**Run 1: metal 1**

(4 px per um)
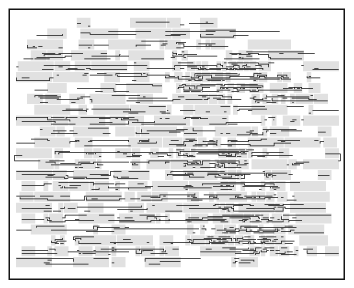
**Run 1: met2 routing**

(6 px per um)
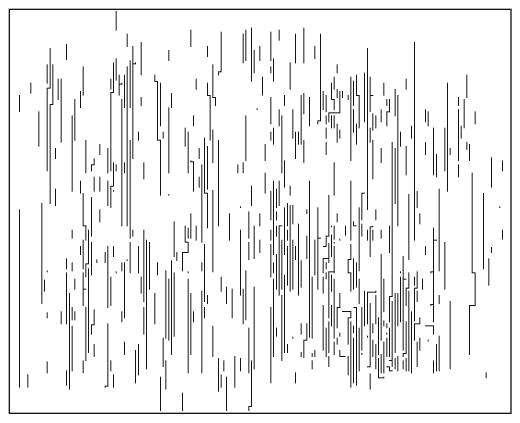
**Run 1: the metal 3 layer**

(3 px per um)
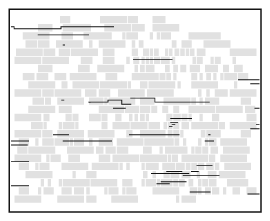
**Run 1: ports around the boundary**

(6 px per um) Pins as bars across the die edge, other pins in grey.
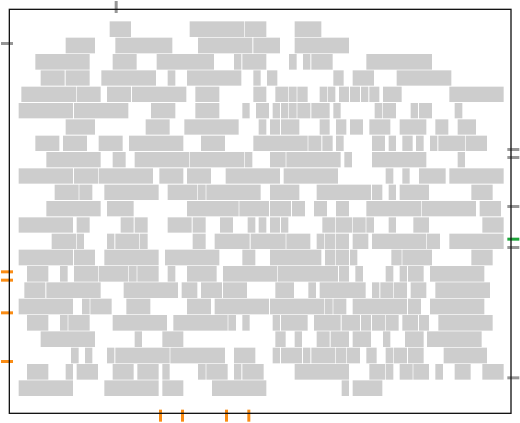
## config.mk

```make
export PLATFORM = sky130hd
export DESIGN_NAME = sb_rx_deframer
export DESIGN_NICKNAME = d
export VERILOG_FILES = /design/src/rtl/sb_rx_pkg.sv /design/src/rtl/sb_rx_uart.sv /design/src/rtl/sb_rx_deframer.sv
export SDC_FILE = /design/constraint.sdc
export NUM_CORES = 1
export LEC_CHECK = 0
export CAP_MARGIN = 25
export CORE_ASPECT_RATIO = 0.8
export CORE_UTILIZATION = 55
export DETAILED_ROUTE_END_ITERATION = 7
export GPL_TIMING_DRIVEN = 0
export PLACE_DENSITY = 0.74
export SLEW_MARGIN = 20
export SYNTH_ARGS = -nofsm -noshare
export SYNTH_HDL_FRONTEND = slang
export SYNTH_SLANG_ARGS = --single-unit
```

## constraint.sdc

```tcl
create_clock -name sb_clk -period 2.32 [get_ports sb_clk]
set_input_delay 0.232 -clock sb_clk [delete_from_list [all_inputs] [get_ports sb_clk]]
set_output_delay 0.232 -clock sb_clk [all_outputs]
set_load 0.01 [all_outputs]
```

## src/rtl/sb_rx_pkg.sv

```systemverilog
// -----------------------------------------------------------------------------
// sb_rx_pkg
// Shared types and constants for the sideband receive deframer.
//   bit_state_t       : states of the oversampling UART symbol FSM
//   frame_state_t     : states of the DLE framing FSM
//   DLE_DEFAULT       : frame escape byte
//   ETX_DEFAULT       : end-of-transaction byte following DLE
//   mid_sample_offset : counter value at which the start bit is re-checked
// -----------------------------------------------------------------------------
package sb_rx_pkg;

  typedef enum logic [1:0] {
    B_IDLE  = 2'd0,
    B_START = 2'd1,
    B_DATA  = 2'd2,
    B_STOP  = 2'd3
  } bit_state_t;

  typedef enum logic [1:0] {
    F_IDLE = 2'd0,
    F_DLE1 = 2'd1,
    F_BODY = 2'd2,
    F_DLE2 = 2'd3
  } frame_state_t;

  localparam logic [7:0] DLE_DEFAULT = 8'hFE;
  localparam logic [7:0] ETX_DEFAULT = 8'h40;

  // Start-bit re-check point, counted from the first cycle after the falling
  // edge is seen; integer division keeps it just before the bit centre.
  function automatic int unsigned mid_sample_offset(input int unsigned os);
    return os / 32'd2;
  endfunction

endpackage

```

## src/rtl/sb_rx_uart.sv

```systemverilog
// -----------------------------------------------------------------------------
// sb_rx_uart
// Oversampling UART receiver for the sideband line: start bit 0, 8 data bits
// LSB first, stop bit 1.
// Ports:
//   sb_clk_i     sideband sampling clock
//   rst_ni       asynchronous active-low reset
//   enable_i     0 holds the bit FSM in B_IDLE
//   sbrx_i       asynchronous serial input, idles high
//   byte_o       received byte, valid with byte_stb_o
//   byte_stb_o   one-cycle strobe: a symbol with a good stop bit arrived
//   sym_err_o    one-cycle pulse: stop bit sampled low
// -----------------------------------------------------------------------------
module sb_rx_uart
  import sb_rx_pkg::*;
#(
  parameter int unsigned OVERSAMPLE = 5
) (
  input  logic       sb_clk_i,
  input  logic       rst_ni,
  input  logic       enable_i,
  input  logic       sbrx_i,
  output logic [7:0] byte_o,
  output logic       byte_stb_o,
  output logic       sym_err_o
);

  localparam int unsigned CW = $clog2(OVERSAMPLE);
  localparam logic [CW-1:0] CNT_LAST = CW'(OVERSAMPLE - 32'd1);
  localparam logic [CW-1:0] CNT_MID  = CW'(mid_sample_offset(OVERSAMPLE));

  logic [1:0]    sync_q;
  logic          s_rx_s;
  bit_state_t    state_q, state_d;
  logic [CW-1:0] cnt_q, cnt_d;
  logic [2:0]    bit_cnt_q, bit_cnt_d;
  logic [7:0]    shift_q, shift_d;
  logic          brk_q, brk_d;
  logic [7:0]    byte_q, byte_d;
  logic          stb_q, stb_d;
  logic          err_q, err_d;

  assign s_rx_s     = sync_q[1];
  assign byte_o     = byte_q;
  assign byte_stb_o = stb_q;
  assign sym_err_o  = err_q;

  // Two-flop synchronizer for the asynchronous line; idles high.
  always_ff @(posedge sb_clk_i or negedge rst_ni) begin
    if (!rst_ni) begin
      sync_q <= 2'b11;
    end else begin
      sync_q <= {sync_q[0], sbrx_i};
    end
  end

  // Symbol FSM next-state: start check, 8 data samples, stop check.
  always_comb begin
    state_d   = state_q;
    cnt_d     = cnt_q + CW'(1);
    bit_cnt_d = bit_cnt_q;
    shift_d   = shift_q;
    brk_d     = brk_q;
    byte_d    = byte_q;
    stb_d     = 1'b0;
    err_d     = 1'b0;
    if (!enable_i) begin
      state_d   = B_IDLE;
      cnt_d     = '0;
      bit_cnt_d = 3'd0;
      brk_d     = 1'b0;
    end else begin
      case (state_q)
        B_IDLE: begin
          cnt_d = '0;
          if (!s_rx_s) begin
            state_d = B_START;
          end else begin
            state_d = B_IDLE;
          end
        end
        B_START: begin
          if (cnt_q == CNT_MID) begin
            cnt_d     = '0;
            bit_cnt_d = 3'd0;
            // A line back high at mid-start is noise, not a symbol.
            if (s_rx_s) begin
              state_d = B_IDLE;
            end else begin
              state_d = B_DATA;
            end
          end else begin
            state_d = B_START;
          end
        end
        B_DATA: begin
          if (cnt_q == CNT_LAST) begin
            cnt_d   = '0;
            shift_d = {s_rx_s, shift_q[7:1]};
            if (bit_cnt_q == 3'd7) begin
              bit_cnt_d = 3'd0;
              state_d   = B_STOP;
            end else begin
              bit_cnt_d = bit_cnt_q + 3'd1;
            end
          end else begin
            state_d = B_DATA;
          end
        end
        B_STOP: begin
          if (brk_q) begin
            // Bad stop bit seen: hold off until the line returns high so the
            // low tail is not mistaken for a new start bit.
            cnt_d = '0;
            if (s_rx_s) begin
              brk_d   = 1'b0;
              state_d = B_IDLE;
            end else begin
              state_d = B_STOP;
            end
          end else if (cnt_q == CNT_LAST) begin
            cnt_d = '0;
            if (s_rx_s) begin
              stb_d   = 1'b1;
              byte_d  = shift_q;
              state_d = B_IDLE;
            end else begin
              err_d = 1'b1;
              brk_d = 1'b1;
            end
          end else begin
            state_d = B_STOP;
          end
        end
        default: begin
          state_d = B_IDLE;
          cnt_d   = '0;
        end
      endcase
    end
  end

  // Symbol FSM state and output registers.
  always_ff @(posedge sb_clk_i or negedge rst_ni) begin
    if (!rst_ni) begin
      state_q   <= B_IDLE;
      cnt_q     <= '0;
      bit_cnt_q <= 3'd0;
      shift_q   <= 8'h00;
      brk_q     <= 1'b0;
      byte_q    <= 8'h00;
      stb_q     <= 1'b0;
      err_q     <= 1'b0;
    end else begin
      state_q   <= state_d;
      cnt_q     <= cnt_d;
      bit_cnt_q <= bit_cnt_d;
      shift_q   <= shift_d;
      brk_q     <= brk_d;
      byte_q    <= byte_d;
      stb_q     <= stb_d;
      err_q     <= err_d;
    end
  end

endmodule

```

## src/rtl/sb_rx_deframer.sv

```systemverilog
// -----------------------------------------------------------------------------
// sb_rx_deframer
// Sideband receive front-end: recovers UART symbols from sbrx, strips DLE
// framing and DLE stuffing, and presents a valid/sop/eop byte stream.
// Ports:
//   sb_clk     sideband sampling clock
//   rst        asynchronous active-low reset
//   enable     0 idles both FSMs and holds outputs at reset values
//   sbrx       asynchronous serial input, idles high
//   rx_data    de-stuffed transaction byte
//   rx_valid   one-cycle strobe qualifying rx_data
//   rx_sop     first byte (STX/command) of a transaction
//   rx_eop     last byte of a transaction
//   frame_err  one-cycle pulse: current transaction aborted
// Optional (macro SB_RX_STATS_EN):
//   frames_ok  saturating count of rx_eop
//   frames_err saturating count of frame_err pulses
// -----------------------------------------------------------------------------
module sb_rx_deframer
  import sb_rx_pkg::*;
#(
  parameter int unsigned OVERSAMPLE = 5,
  parameter int unsigned MAX_LEN    = 64,
  parameter logic [7:0]  DLE        = DLE_DEFAULT,
  parameter logic [7:0]  ETX        = ETX_DEFAULT
) (
  input  logic        sb_clk,
  input  logic        rst,
  input  logic        enable,
  input  logic        sbrx,
  output logic [7:0]  rx_data,
  output logic        rx_valid,
  output logic        rx_sop,
  output logic        rx_eop,
  output logic        frame_err
`ifdef SB_RX_STATS_EN
  ,
  output logic [15:0] frames_ok,
  output logic [15:0] frames_err
`endif
);

  localparam int unsigned LW = $clog2(MAX_LEN + 32'd1);
  localparam logic [LW-1:0] LEN_MAX = LW'(MAX_LEN);

  logic [7:0]   byte_s;
  logic         byte_stb_s;
  logic         sym_err_s;

  frame_state_t fstate_q, fstate_d;
  logic [7:0]   hold_q, hold_d;
  logic         first_q, first_d;
  logic [LW-1:0] len_q, len_d;
  logic         ovf_q, ovf_d;
  logic         emit_s, emit_eop_s, err_s;

  logic [7:0]   rx_data_q, rx_data_d;
  logic         rx_valid_q, rx_sop_q, rx_eop_q, frame_err_q;

  sb_rx_uart #(
    .OVERSAMPLE(OVERSAMPLE)
  ) u_uart (
    .sb_clk_i  (sb_clk),
    .rst_ni    (rst),
    .enable_i  (enable),
    .sbrx_i    (sbrx),
    .byte_o    (byte_s),
    .byte_stb_o(byte_stb_s),
    .sym_err_o (sym_err_s)
  );

  // Frame FSM next-state, hold register and emission decode.
  always_comb begin
    fstate_d   = fstate_q;
    hold_d     = hold_q;
    first_d    = first_q;
    len_d      = len_q;
    ovf_d      = 1'b0;
    emit_s     = 1'b0;
    emit_eop_s = 1'b0;
    // A length overflow emits the held byte first; its error pulse follows a
    // cycle later so frame_err never coincides with rx_valid.
    err_s      = ovf_q;
    if (!enable) begin
      fstate_d = F_IDLE;
      first_d  = 1'b0;
      len_d    = '0;
      err_s    = 1'b0;
    end else if (sym_err_s) begin
      fstate_d = F_IDLE;
      err_s    = 1'b1;
    end else if (byte_stb_s) begin
      case (fstate_q)
        F_IDLE: begin
          if (byte_s == DLE) begin
            fstate_d = F_DLE1;
          end else begin
            fstate_d = F_IDLE;
          end
        end
        F_DLE1: begin
          if ((byte_s == DLE) || (byte_s == ETX)) begin
            fstate_d = F_IDLE;
          end else begin
            hold_d   = byte_s;
            first_d  = 1'b1;
            len_d    = LW'(1);
            fstate_d = F_BODY;
          end
        end
        F_BODY: begin
          if (byte_s == DLE) begin
            fstate_d = F_DLE2;
          end else begin
            emit_s = 1'b1;
            if (len_q == LEN_MAX) begin
              ovf_d    = 1'b1;
              fstate_d = F_IDLE;
            end else begin
              hold_d  = byte_s;
              first_d = 1'b0;
              len_d   = len_q + LW'(1);
            end
          end
        end
        F_DLE2: begin
          if (byte_s == DLE) begin
            // Stuffed DLE: the data byte is DLE itself.
            emit_s = 1'b1;
            if (len_q == LEN_MAX) begin
              ovf_d    = 1'b1;
              fstate_d = F_IDLE;
            end else begin
              hold_d   = DLE;
              first_d  = 1'b0;
              len_d    = len_q + LW'(1);
              fstate_d = F_BODY;
            end
          end else if (byte_s == ETX) begin
            emit_s     = 1'b1;
            emit_eop_s = 1'b1;
            fstate_d   = F_IDLE;
          end else begin
            err_s    = 1'b1;
            fstate_d = F_IDLE;
          end
        end
        default: begin
          fstate_d = F_IDLE;
        end
      endcase
    end else begin
      fstate_d = fstate_q;
    end
  end

  // Output data next-value: hold the last byte, clear while disabled.
  always_comb begin
    rx_data_d = rx_data_q;
    if (!enable) begin
      rx_data_d = 8'h00;
    end else if (emit_s) begin
      rx_data_d = hold_q;
    end else begin
      rx_data_d = rx_data_q;
    end
  end

  // Frame FSM state and registered outputs.
  always_ff @(posedge sb_clk or negedge rst) begin
    if (!rst) begin
      fstate_q    <= F_IDLE;
      hold_q      <= 8'h00;
      first_q     <= 1'b0;
      len_q       <= '0;
      ovf_q       <= 1'b0;
      rx_data_q   <= 8'h00;
      rx_valid_q  <= 1'b0;
      rx_sop_q    <= 1'b0;
      rx_eop_q    <= 1'b0;
      frame_err_q <= 1'b0;
    end else begin
      fstate_q    <= fstate_d;
      hold_q      <= hold_d;
      first_q     <= first_d;
      len_q       <= len_d;
      ovf_q       <= ovf_d;
      rx_data_q   <= rx_data_d;
      rx_valid_q  <= emit_s;
      rx_sop_q    <= emit_s & first_q;
      rx_eop_q    <= emit_eop_s;
      frame_err_q <= err_s;
    end
  end

  assign rx_data   = rx_data_q;
  assign rx_valid  = rx_valid_q;
  assign rx_sop    = rx_sop_q;
  assign rx_eop    = rx_eop_q;
  assign frame_err = frame_err_q;

`ifdef SB_RX_STATS_EN
  logic [15:0] frames_ok_q;
  logic [15:0] frames_err_q;

  // Saturating good-frame and error counters.
  always_ff @(posedge sb_clk or negedge rst) begin
    if (!rst) begin
      frames_ok_q  <= 16'h0000;
      frames_err_q <= 16'h0000;
    end else begin
      if (rx_eop_q && (frames_ok_q != 16'hFFFF)) begin
        frames_ok_q <= frames_ok_q + 16'd1;
      end else begin
        frames_ok_q <= frames_ok_q;
      end
      if (frame_err_q && (frames_err_q != 16'hFFFF)) begin
        frames_err_q <= frames_err_q + 16'd1;
      end else begin
        frames_err_q <= frames_err_q;
      end
    end
  end

  assign frames_ok  = frames_ok_q;
  assign frames_err = frames_err_q;
`endif

endmodule
```

==> changes_impl.md, run 1 <==
## Implementation

- TritonCTS clock tree: done
- Synthesis-to-finish area growth: 15.7%
- CP endpoint kind: flop
- Vias in the first global route: 1937
- Pleak: 1.57 nW
- ANT nets after route: 0
- Post-DR wirelength/cell: 14.8 um
- GRT overflow: 0
- Synth Seq Share: 51.6%
- CP Data Required Time: 2.57 ns
- Finished layout cell area: 3370 sq um
- Finished Layout Cells: 354
- Int Power: 0.00160 W
- Post-synth EDFFs: 0
- Iter 0 DRT Violations: 143
- DRC: 0
- Pin count of the biggest net entering global routing: 35
- TNS Setup: 0 ns
- Syn Inst Count: 259
- Num CTS Buffers: 9
- Synth flops: 60
- Slew margin rel.: 57.5%
- Gate power share: 3.8%
- Pre-Place Util: 57.5%
- Clock Tree Buf Depth: 2
- Final core occ: 66.6%
- CTS sink cnt: 60
- Outcome: finished, final reports clean
- Dpl cell area: 3160 sq um
- Log Warnings: 29
- Setup-failing EPs final: 0
- GP Congestion: 0.816
- Syn avg cell area: 11.3 sq um
- Yosys cell count: 259
- Final Max Tran Viols: 0
- Setup WS pre-CTS: 0.108 ns
- Die footprint: 5600 sq um
- Share of flip-flops with an asynchronous set or reset: 100%
- Clock Skews: 0.0113 ns
- I/O pin count: 16
Back to the opening pictures, 'metal 1':
nets with wire on the layer: 263
longest straight run: 25.8 um
main direction: horizontal
wire length on this layer: 2600 um
share of all routed wire: 50%
met1 Resource Use GR: 29.0%
Via Count: 2013
routed wire length: 5250 um

Back to the opening pictures, 'met2 routing':
longest straight run: 33.0 um
main direction: vertical
wire length on this layer: 2290 um
share of all routed wire: 44%
GR Util met2: 33.7%

Back to the opening pictures, 'the metal 3 layer':
longest straight run: 18.2 um
share of all routed wire: 5.0%
wire length on this layer: 262 um
main direction: horizontal
met3 Usage GRT: 6.20%

Back to the opening pictures, 'ports around the boundary':
| colour | port | pins | direction | edge |
|---|---|---|---|---|
| green | rx_sop | 1 | output | right |
| orange | rx_data | 8 | output | 4 left, 4 bottom |
Port Buffers: 15
Die H: 67.1 um

[run 1: logic make-up after synthesis]
kind of cell / synth area share [%]
compound gates: 6.36
xor+xnor: 0.301
fa+ha+maj: 3.01
buf+inv: 2.58
flops: 51.6
mux: 14.1
simple gates: 22.1
[run 1: layer usage]
metal | up-vias | wire length, um | global-route usage (%)
met3 | 8 | 261 | 6.20
met5 | - | 0 | 0
met1 | 977 | 2600 | 29.0
li1 | 970 | - | -
met2 | 58 | 2290 | 33.7
met4 | 0 | 87 | 10.8
[run 1: cell usage in the layout, fill, tap and decap left out, types with 2 or more instances in the layout]
cell type | netlist | final
clkbuf_1 | 4 | 5
nand4b_1 | 2 | 2
mux2_2 | 23 | 23
dfrtp_1 | 58 | 58
nor3_1 | 5 | 5
o21ai_0 | 2 | 2
nand4_1 | 5 | 5
clkinvlp_4 | 0 | 3
inv_1 | 12 | 12
nor2_1 | 13 | 13
nand2_1 | 39 | 39
nor2_2 | 2 | 2
nor4_1 | 2 | 2
a21oi_1 | 5 | 5
buf_2 | 3 | 3
dfstp_2 | 2 | 2
nor2b_1 | 2 | 2
a31oi_1 | 2 | 2
nand2b_1 | 13 | 13
ha_1 | 7 | 7
and2_1 | 3 | 3
o211ai_1 | 3 | 3
nand3_1 | 7 | 7
and3_1 | 3 | 3
mux2i_1 | 14 | 14
or4_1 | 4 | 4
clkdlybuf4s50_1 | 0 | 14
clkbuf_8 | 0 | 10
or2_2 | 3 | 3
[run 1: worst max-delay path: stages (launching register included)]
cell and delay (ns):
dfrtp_1 0.42, nor4_1 0.33, and4b_2 0.37, nor2_2 0.10
nor3_4 0.52, mux2i_1 0.26
[run 1: registers in the layout (all words and copies together) (netlist names), 2 cells and up]
signal,count
u_uart.bit_cnt_q,3
u_uart.shift_q,8
u_uart.sync_q,2
u_uart.byte_o,8
hold_q,8
rx_data,8
len_q,7
fstate_q,2
u_uart.state_q,2
u_uart.cnt_q,3
[run 1: area by class of cell]
type	count	area share (%)
Buffer	7	0.891
Clock buffer	11	4.19
Clock inverter	5	1.82
Inverter	12	1.34
Multi-Input combinational cell	180	39.6
Sequential cell	60	44.6
Tap cell	62	2.30
Timing Repair Buffer	17	5.27
[run 1: power groups by stage]
| stage | clock network (W) | logic [W] | registers, W |
|---|---|---|---|
| after floorplan | 0 | 0.0000373 | 0.00108 |
| after CTS | 0.000967 | 0.0000811 | 0.00106 |
| after global routing | 0.00101 | 0.0000899 | 0.00106 |
| after global placement | 0 | 0.0000746 | 0.00108 |
| final | 0.000942 | 0.0000786 | 0.00106 |
| after detailed placement | 0 | 0.0000793 | 0.00108 |
[run 1: path summary, 6_finish.rpt]
check,startpoint,endpoint,slack (ns),cells past startpoint
max,u_uart.byte_o[5],rx_data[6],0.24,5
min,sbrx,u_uart.sync_q[0],0.30,1
max reg2reg,u_uart.byte_o[5],rx_data[6],0.24,5
min reg2reg,u_uart.sync_q[0],u_uart.sync_q[1],0.36,0
max in group asynchronous,rst,u_uart.sync_q[0],1.41,3
min in group asynchronous,rst,len_q[5],0.35,2
==> inputs of run 2 (changes only) <==
Settings changed: CORE_UTILIZATION 55 to 53, PLACE_DENSITY 0.74 to 0.75.
Clock period 2.32 ns to 1.8 ns, I/O delays scaled along.
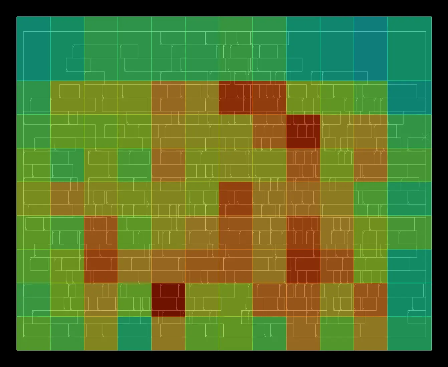
**Above:** run 2 (routing congestion).
Total GRT Usage: 22.2%
post-DR wirelength/cell: 15.3 um
gr busiest metal: met2

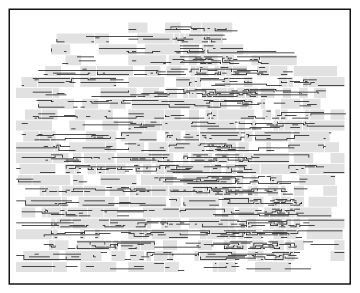
**Above:** run 2 (metal 1).
(4 px per um)
longest straight run: 31.3 um
nets with wire on the layer: 287
share of all routed wire: 48%
Via Count: 2071
routed wire length: 5690 um
met1 Resource Use GR: 28.3%

==> run 2 against run 1 <==
  * The flow now finishes with violations (design-rule violations, negative setup slack)
  * Combinational power rose by 31%
  * Non-clock buffer count rose by 18
  * Highest routed layer unchanged
  * Via count rose by 2.9%
  * Clock power rose by 26%
  * Global-route usage rose by 0.29 points
==> changes_impl.md, run 2 <==
## Implementation

- Outcome: finished, violations left
- GR Util met2: 35.8%
- Iter 0 DRT Violations: 108
- Final core occ: 69.7%
- Mux share: 14.1%
- Commonest Layout Cell: dfrtp_1
- DRC: 1
- Synth Seq Share: 51.6%
- Pre-Place Util: 56.6%
- Syn Inst Count: 259
- Setup-failing EPs final: 6
- Post-synth EDFFs: 0
- Synthesis-to-finish area growth: 23.3%
- Final worst slack: -0.0495 ns
- I/O pin count: 16
- Final Max Tran Viols: 0
- Num CTS Buffers: 9
- Failing checks: design-rule violations, negative setup slack
- TritonCTS clock tree: done
- Clock Skews: 0.0103 ns
- Port Buffers: 15
- Pin count of the biggest net entering global routing: 39
- Most frequent cells in the layout: dfrtp_1, nand2_1, mux2_2, buf_4
- Synth flops: 60
- Finished Layout Cells: 372
- Synth Area in Adders: 3.01%
- TNS Setup: -0.224 ns
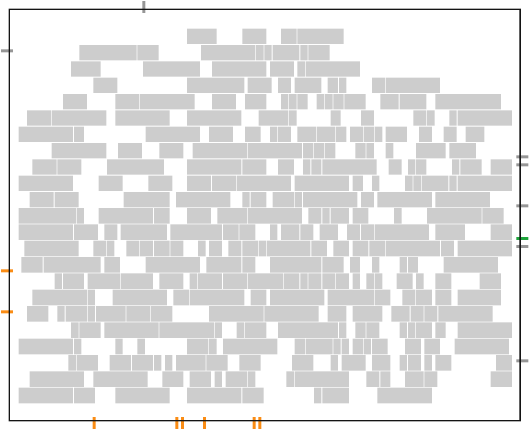
**Above:** run 2 (ports around the boundary).
(6 px per um) Pins as bars across the die edge, other pins in grey.
| colour | port | pins | direction | edge |
|---|---|---|---|---|
| green | rx_sop | 1 | output | right |
| orange | rx_data | 8 | output | 6 bottom, 2 left |
all pins by edge: 6 right, 6 bottom, 3 left, 1 top
die width: 84.9 um
Die H: 68.3 um

run 2: through the flow:
stage	total power (W)	cell area (sq um)	hold slack [ns]
after CTS	0.00268	3460	0.223
after global routing	0.00275	3590	0.213
after global placement	0.00149	3140	0.348
final	0.00266	3590	0.229
after floorplan	0.00144	2910	-0.116
after detailed placement	0.00150	3160	0.101
run 2: timing repair:
action / CTS / global route
hold buffers: 1 / 0
gates resized: 5 / 14
setup buffers: 9 / 9
hold endpoints to repair: 22 / 0
endpoints found under the setup margin: 38 / 40
pin swaps: 8 / 8
run 2: per-layer routing:
metal  part of all wire (%)  vias up
met2                     46       35
met1                     48     1021
met5                      0        -
li1                       -     1008
met4                    1.0        0
met3                    4.5        7
run 2: cell type report:
cell class	instances	area share (%)
Clock inverter	6	1.85
Clock buffer	10	3.55
Inverter	12	1.25
Buffer	7	0.836
Sequential cell	60	42.0
Multi-Input combinational cell	180	39.3
Tap cell	62	2.16
Timing Repair Buffer	35	9.06
run 2: cell families after synthesis:
group / after synthesis
AND/OR/NAND/NOR: 112
flip-flops: 60
multiplexers: 38
AND-OR/OR-AND: 22
buffers and inverters: 19
adder cells (fa/ha/maj): 7
XOR/XNOR: 1
run 2: report_power, final:
group	internal (W)	leakage (nW)	switching (W)
Clock	0.000638	0.0885	0.000549
Sequential	0.00136	0.818	0.0000112
Combinational	0.0000315	0.771	0.0000715
Total	0.00203	1.68	0.000632
run 2: path summary, 6_finish.rpt:
path,from,endpoint,cells after the start
setup / recovery,u_uart.byte_o[1],hold_q[7],5
max in group asynchronous,rst,u_uart.sync_q[0],3
hold / removal,sbrx,u_uart.sync_q[0],1
setup reg to reg,u_uart.byte_o[1],hold_q[7],5
hold reg to reg,u_uart.sync_q[0],u_uart.sync_q[1],0
min in group asynchronous,rst,hold_q[3],2
run 2: worst max-delay path: stages, from the launching register on:
cell	delay [ns]
dfrtp_2	0.43
nand4_4	0.15
o21ai_4	0.29
nand3_2	0.16
o2bb2ai_4	0.32
mux2_2	0.37
No activity file was given, so power comes from the tool's default toggle rates.
